--- config.mk ---
export PLATFORM = sky130hd
export DESIGN_NAME = udp_event_timestamper_flat
export DESIGN_NICKNAME = d
export VERILOG_FILES = /design/src/rtl/udp_event_timestamper_if.sv /design/src/rtl/udp_event_timestamper.sv /design/src/flat_wrapper.sv
export SDC_FILE = /design/constraint.sdc
export NUM_CORES = 2
export LEC_CHECK = 0
export ABC_AREA = 1
export CAP_MARGIN = 20
export CORE_ASPECT_RATIO = 0.8
export CORE_UTILIZATION = 65
export CTS_CLUSTER_DIAMETER = 60
export DETAILED_ROUTE_END_ITERATION = 6
export PLACE_DENSITY = 0.84
export RECOVER_POWER = 25
export SYNTH_ARGS = -nofsm -noshare
export SYNTH_HDL_FRONTEND = slang
export SYNTH_SLANG_ARGS = --single-unit
--- constraint.sdc ---
create_clock -name clk -period 4.9 [get_ports clk]
set_input_delay 0.735 -clock clk [delete_from_list [all_inputs] [get_ports clk]]
set_output_delay 0.735 -clock clk [all_outputs]
set_load 0.01 [all_outputs]
--- src/rtl/udp_event_timestamper_if.sv ---
// udp_event_timestamper_if: start/end strobes plus completed-record valid/ready stream.
//   slave  : timestamper side (consumes strobes, produces records)
//   master : environment side (issues strobes, consumes records)
interface udp_event_timestamper_if #(
  parameter int ID_W = 16,
  parameter int TS_W = 64
);
  logic            start_valid;
  logic [ID_W-1:0] start_id;
  logic            end_valid;
  logic [ID_W-1:0] end_id;
  logic            out_valid;
  logic            out_ready;
  logic [ID_W-1:0] out_id;
  logic [TS_W-1:0] out_start_ts;
  logic [TS_W-1:0] out_end_ts;
  logic [TS_W-1:0] out_delta;
  modport slave (
    input  start_valid, start_id, end_valid, end_id, out_ready,
    output out_valid, out_id, out_start_ts, out_end_ts, out_delta
  );
  modport master (
    output start_valid, start_id, end_valid, end_id, out_ready,
    input  out_valid, out_id, out_start_ts, out_end_ts, out_delta
  );
endinterface

--- src/rtl/udp_event_timestamper.sv ---
// udp_event_timestamper: pairs start/end strobes by id, timestamps them and queues {id,start,end,delta} records.
//   clk, rst_n (async, active-low), ts_clear (sync counter clear)
//   bus        : strobes in, record stream out (udp_event_timestamper_if.slave)
//   drop_cnt   : completions lost to a full FIFO (saturating)
//   orphan_cnt : end strobes with no matching pending start (saturating)
//   ovwr_cnt   : starts that replaced a still-pending slot (saturating)
module udp_event_timestamper #(
  parameter int ID_W      = 16,
  parameter int TS_W      = 64,
  parameter int TAG_W     = 4,
  parameter int OUT_DEPTH = 4
) (
  input  logic        clk,
  input  logic        rst_n,
  input  logic        ts_clear,
  udp_event_timestamper_if.slave bus,
  output logic [15:0] drop_cnt,
  output logic [15:0] orphan_cnt,
  output logic [15:0] ovwr_cnt
);
  localparam int SLOTS = 1 << TAG_W;
  localparam int PW    = $clog2(OUT_DEPTH);
  localparam int REC_W = ID_W + 3 * TS_W;
  logic [TS_W-1:0]  ts;
  logic [SLOTS-1:0] slot_v;
  logic [ID_W-1:0]  slot_id [SLOTS];
  logic [TS_W-1:0]  slot_ts [SLOTS];
  logic [TAG_W-1:0] s_idx, e_idx;
  logic [TS_W-1:0]  e_start;
  logic             e_hit, e_miss, ovwr, push, pop, full, drop;
  logic [PW:0]      wr_ptr, rd_ptr, fill;
  logic [REC_W-1:0] mem [OUT_DEPTH];
  logic [REC_W-1:0] rec, head;
  function automatic logic [15:0] sat_inc(input logic [15:0] c, input logic inc);
    return (inc && c != 16'hFFFF) ? c + 16'd1 : c;
  endfunction
  assign s_idx   = bus.start_id[TAG_W-1:0];
  assign e_idx   = bus.end_id[TAG_W-1:0];
  assign e_start = slot_ts[e_idx];
  // The end lookup always sees the pre-edge table, so a same-cycle start never masks a completion.
  assign e_hit   = bus.end_valid && slot_v[e_idx] && slot_id[e_idx] == bus.end_id;
  assign e_miss  = bus.end_valid && !e_hit;
  // A start landing on a slot that this cycle's end is retiring is not an overwrite.
  assign ovwr    = bus.start_valid && slot_v[s_idx] && !(e_hit && e_idx == s_idx);
  assign rec     = {bus.end_id, e_start, ts, ts - e_start};
  assign fill    = wr_ptr - rd_ptr;
  assign full    = fill == (PW+1)'(OUT_DEPTH);
  assign pop     = bus.out_valid && bus.out_ready;
  // A pop in the same cycle frees the slot a push into a full FIFO needs.
  assign push    = e_hit && (!full || pop);
  assign drop    = e_hit && full && !pop;
  assign head    = mem[rd_ptr[PW-1:0]];
  assign bus.out_valid = fill != '0;
  assign {bus.out_id, bus.out_start_ts, bus.out_end_ts, bus.out_delta} = head;
  always_ff @(posedge clk or negedge rst_n)
    if (!rst_n) ts <= '0;
    else ts <= ts_clear ? '0 : ts + 1'b1;
  always_ff @(posedge clk or negedge rst_n)
    if (!rst_n) begin
      slot_v <= '0;
      for (int i = 0; i < SLOTS; i++) begin
        slot_id[i] <= '0;
        slot_ts[i] <= '0;
      end
    end else begin
      if (e_hit) slot_v[e_idx] <= 1'b0;
      if (bus.start_valid) begin
        slot_v[s_idx]  <= 1'b1;
        slot_id[s_idx] <= bus.start_id;
        slot_ts[s_idx] <= ts;
      end
    end
  // Storage is reset too so the head (and thus out_* data) reads zero after reset.
  always_ff @(posedge clk or negedge rst_n)
    if (!rst_n) begin
      wr_ptr <= '0;
      rd_ptr <= '0;
      for (int i = 0; i < OUT_DEPTH; i++) mem[i] <= '0;
    end else begin
      if (push) begin
        mem[wr_ptr[PW-1:0]] <= rec;
        wr_ptr <= wr_ptr + 1'b1;
      end
      if (pop) rd_ptr <= rd_ptr + 1'b1;
    end
  always_ff @(posedge clk or negedge rst_n)
    if (!rst_n) begin
      drop_cnt   <= '0;
      orphan_cnt <= '0;
      ovwr_cnt   <= '0;
    end else begin
      drop_cnt   <= sat_inc(drop_cnt, drop);
      orphan_cnt <= sat_inc(orphan_cnt, e_miss);
      ovwr_cnt   <= sat_inc(ovwr_cnt, ovwr);
    end
endmodule

--- src/flat_wrapper.sv ---
// flat-port wrapper written by rule: the top's interface ports become plain ports
module udp_event_timestamper_flat 
#(
  parameter int ID_W      = 16,
  parameter int TS_W      = 64,
  parameter int TAG_W     = 4,
  parameter int OUT_DEPTH = 4
)
  (clk, rst_n, ts_clear, drop_cnt, orphan_cnt, ovwr_cnt, bus_start_valid, bus_start_id, bus_end_valid, bus_end_id, bus_out_ready, bus_out_valid, bus_out_id, bus_out_start_ts, bus_out_end_ts, bus_out_delta);
  udp_event_timestamper_if #(.ID_W(ID_W), .TS_W(TS_W)) bus_i ();
  input  logic clk;
  input  logic rst_n;
  input  logic ts_clear;
  output logic [15:0] drop_cnt;
  output logic [15:0] orphan_cnt;
  output logic [15:0] ovwr_cnt;
  input wire logic [$bits(bus_i.start_valid)-1:0] bus_start_valid;
  input wire logic [$bits(bus_i.start_id)-1:0] bus_start_id;
  input wire logic [$bits(bus_i.end_valid)-1:0] bus_end_valid;
  input wire logic [$bits(bus_i.end_id)-1:0] bus_end_id;
  input wire logic [$bits(bus_i.out_ready)-1:0] bus_out_ready;
  output wire logic [$bits(bus_i.out_valid)-1:0] bus_out_valid;
  output wire logic [$bits(bus_i.out_id)-1:0] bus_out_id;
  output wire logic [$bits(bus_i.out_start_ts)-1:0] bus_out_start_ts;
  output wire logic [$bits(bus_i.out_end_ts)-1:0] bus_out_end_ts;
  output wire logic [$bits(bus_i.out_delta)-1:0] bus_out_delta;
  assign bus_i.start_valid = bus_start_valid;
  assign bus_i.start_id = bus_start_id;
  assign bus_i.end_valid = bus_end_valid;
  assign bus_i.end_id = bus_end_id;
  assign bus_i.out_ready = bus_out_ready;
  assign bus_out_valid = bus_i.out_valid;
  assign bus_out_id = bus_i.out_id;
  assign bus_out_start_ts = bus_i.out_start_ts;
  assign bus_out_end_ts = bus_i.out_end_ts;
  assign bus_out_delta = bus_i.out_delta;
  udp_event_timestamper #(.ID_W(ID_W), .TS_W(TS_W), .TAG_W(TAG_W), .OUT_DEPTH(OUT_DEPTH)) u_core (.clk(clk), .rst_n(rst_n), .ts_clear(ts_clear), .bus(bus_i), .drop_cnt(drop_cnt), .orphan_cnt(orphan_cnt), .ovwr_cnt(ovwr_cnt));
endmodule
==> results.toml <==
# physical design summary
[status]
status = "finished, violations left"
violations = "capacitance limit, slew limit"

[final_layout]
nClkBuffers = 306
seq_cells = 2246
top_register = "u_core.slot_ts"
nonClkBufAreaFrac_pct = 7.09
layout-drive-gt1-share_pct = 8.17
antenna_cells = 5

[grt]
overflow = 0
grt_max_degree = 189

[die]
n_tap_cell = 2030
boundaryPins = 295
core.rowCount = 129
chip_area_um2 = 157000
core-area_um2 = 155000

[yosys]
mux_area_share_pct = 0
synthesis.nets = 12000
synth_area_um2 = 101000
ys_area_um2 = 101000
ys_cells = 11900
ff_type = "dfrtp_1"

[power]
clkPwrFrac_pct = 33.6
switchingPower_w = 0.0158
top_power_group = "sequential cells"
vdd_ir_drop_max_mv = 0.518
internal_power_w = 0.0332

[critical_path]
r2r-start = "u_core.slot_ts[774]$_DFFE_PN0P_"
required_ns = 5.66
crit_end = "u_core.mem[59]$_DFFE_PN0P_"
path_delay_family = "buffers and inverters"
cp_max_fo = 17
crit_start = "bus_end_id[3]"
rrSetupSlack_ns = 0.61
arrival_ns = 5.50
cp_cell_sequence = "clkdlybuf4s50_1 > nor2_2 > clkinv_2 > buf_12 > buf_4 > a21oi_1 > a2111oi_2 > buf_4 > ha_1 > a21oi_1 > buf_4 > nor2_1 > nor2_1 > o21ai_0 > a31oi_1 > o21ai_0 > a21oi_1 > nand2_1 > xor2_1 > buf_4 > nand2_1 > nand2_1"

[job]
cap_violations = 3

[sta]
min_period_over_period_pct = 96.8
slew_viol_final = 158
hold_viol_final = 0
period_needed_ns = 4.74

[clocking]
h-tree-depth = 4
cts-root-buf = "clkbuf_16"

[placed_design]
dp_hpwl_um = 219000
dpl_cell_area_um2 = 109000
==> cells in the mapped netlist, drive strengths merged (74+ instances only) <==
| library cell | count |
|---|---|
| dfrtp | 2246 |
| a21oi | 278 |
| nand2 | 3262 |
| nor3 | 78 |
| clkbuf | 694 |
| buf | 229 |
| o21ai | 2580 |
| nand3 | 115 |
| a22oi | 516 |
| ha | 74 |
| nor2 | 758 |
| inv | 411 |
| o22ai | 208 |
==> per-stage QoR <==
| step | setup slack (ns) | util (%) | cells |
|---|---|---|---|
| 6_report | 0.158 | 74.7 | 14200 |
| 3_5_place_dp | -0.455 | 70.2 | 13800 |
| 5_1_grt | 0.0463 | 74.7 | 14200 |
| 2_1_floorplan | 0.435 | - | 11900 |
| 4_1_cts | 0.409 | 74.7 | 14200 |
| 3_3_place_gp | -0.396 | 70.2 | 13800 |
==> metal layers <==
metal	routed length [µm]	track usage, %
met4	20000	22.3
met3	48500	14.2
met2	145000	61.8
met1	130000	59.4
met5	37	0
==> layout by cell type, fill, tap and decap left out, drive strengths merged, types with 21 or more instances in the layout <==
cell	Yosys	final
nor3	78	78
clkdlybuf4s50	0	288
a2111oi	61	61
buf	229	561
nor2	758	758
xor2	60	60
a21oi	278	278
inv	411	428
nand2	3262	3262
a21boi	65	65
nand4	40	40
clkbuf	694	330
o21ai	2580	2580
dfrtp	2246	2246
nand3	115	115
ha	74	74
clkinv	9	48
a22oi	516	516
o22ai	208	208
nor4	23	23
xnor2	46	46
or2	21	21
==> what timing repair did <==
action | in CTS | in global routing
hold buffers | 1 | 0
endpoints found under the hold margin | 78 | 0
buffers inserted | 0 | 0
resized | 0 | 1
setup endpoints to repair | 0 | 3
**Congestion heat map**

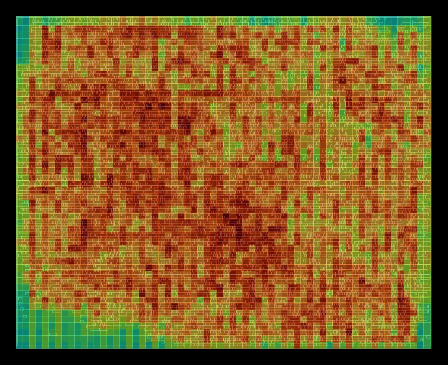
wire per inst: 24.1 µm
M1 GR Usage: 59.4%
GR Util All Layers: 43.3%
GR Util met3: 14.2%
utilization after layout: 74.7%

**Zoomed window**

Bar = 10 µm. Window x 202 to 242, y 86 to 126 µm. Cells in gray, sequential cells in the stronger gray; small squares are vias.
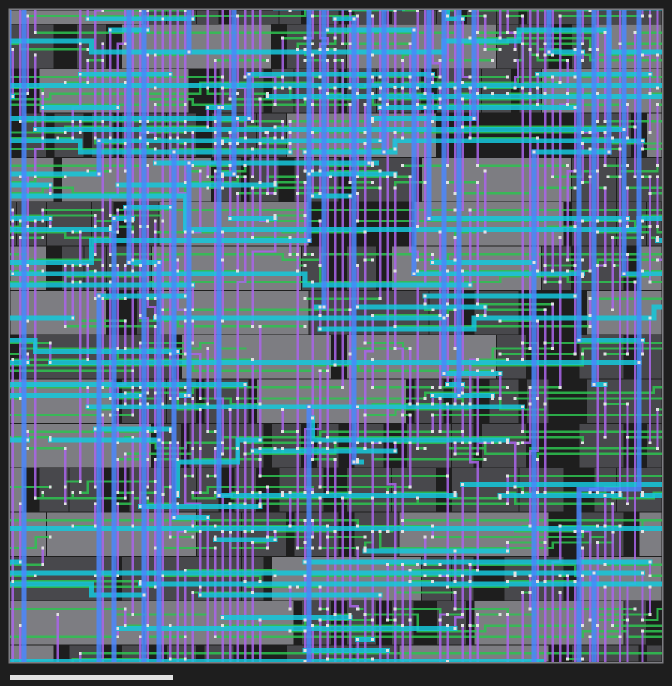
| color | layer |
|---|---|
| cyan | metal 3 |
| purple | metal 2 |
| green | metal 1 |
| blue | metal 4 |
netlist names of flops here include: `u_core.slot_ts` (26)
sequential cells in the window: 26
cells with their middle in the window: 127
most frequent: nand2_1 (31), o21ai_0 (27), dfrtp_1 (26)

**Metal 1**

Bar = 100 µm. Supply wires on this layer in gray. Cells faint in the background.
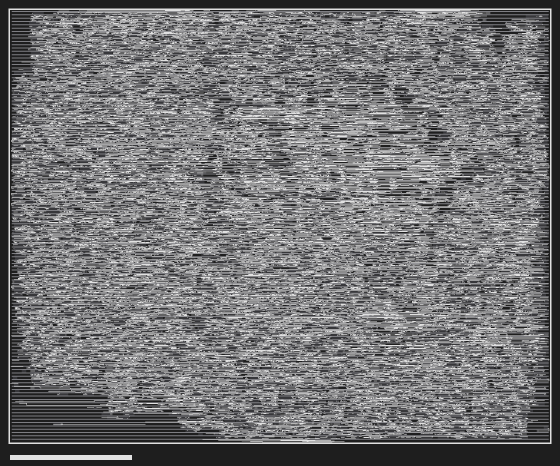
main direction: horizontal
share of all routed wire: 38%
routed wire length: 343,000 µm
overall via count from detail_route: 92,700

**M2 wires**

Bar = 100 µm. Cells faint in the background.
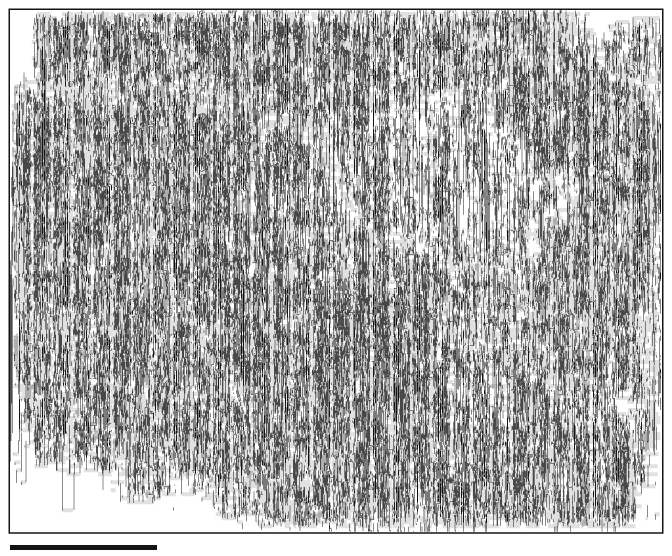
share of all routed wire: 42%
wire length on this layer: 145 mm
longest straight run: 149 µm
nets with wire on the layer: 9,921
main direction: vertical

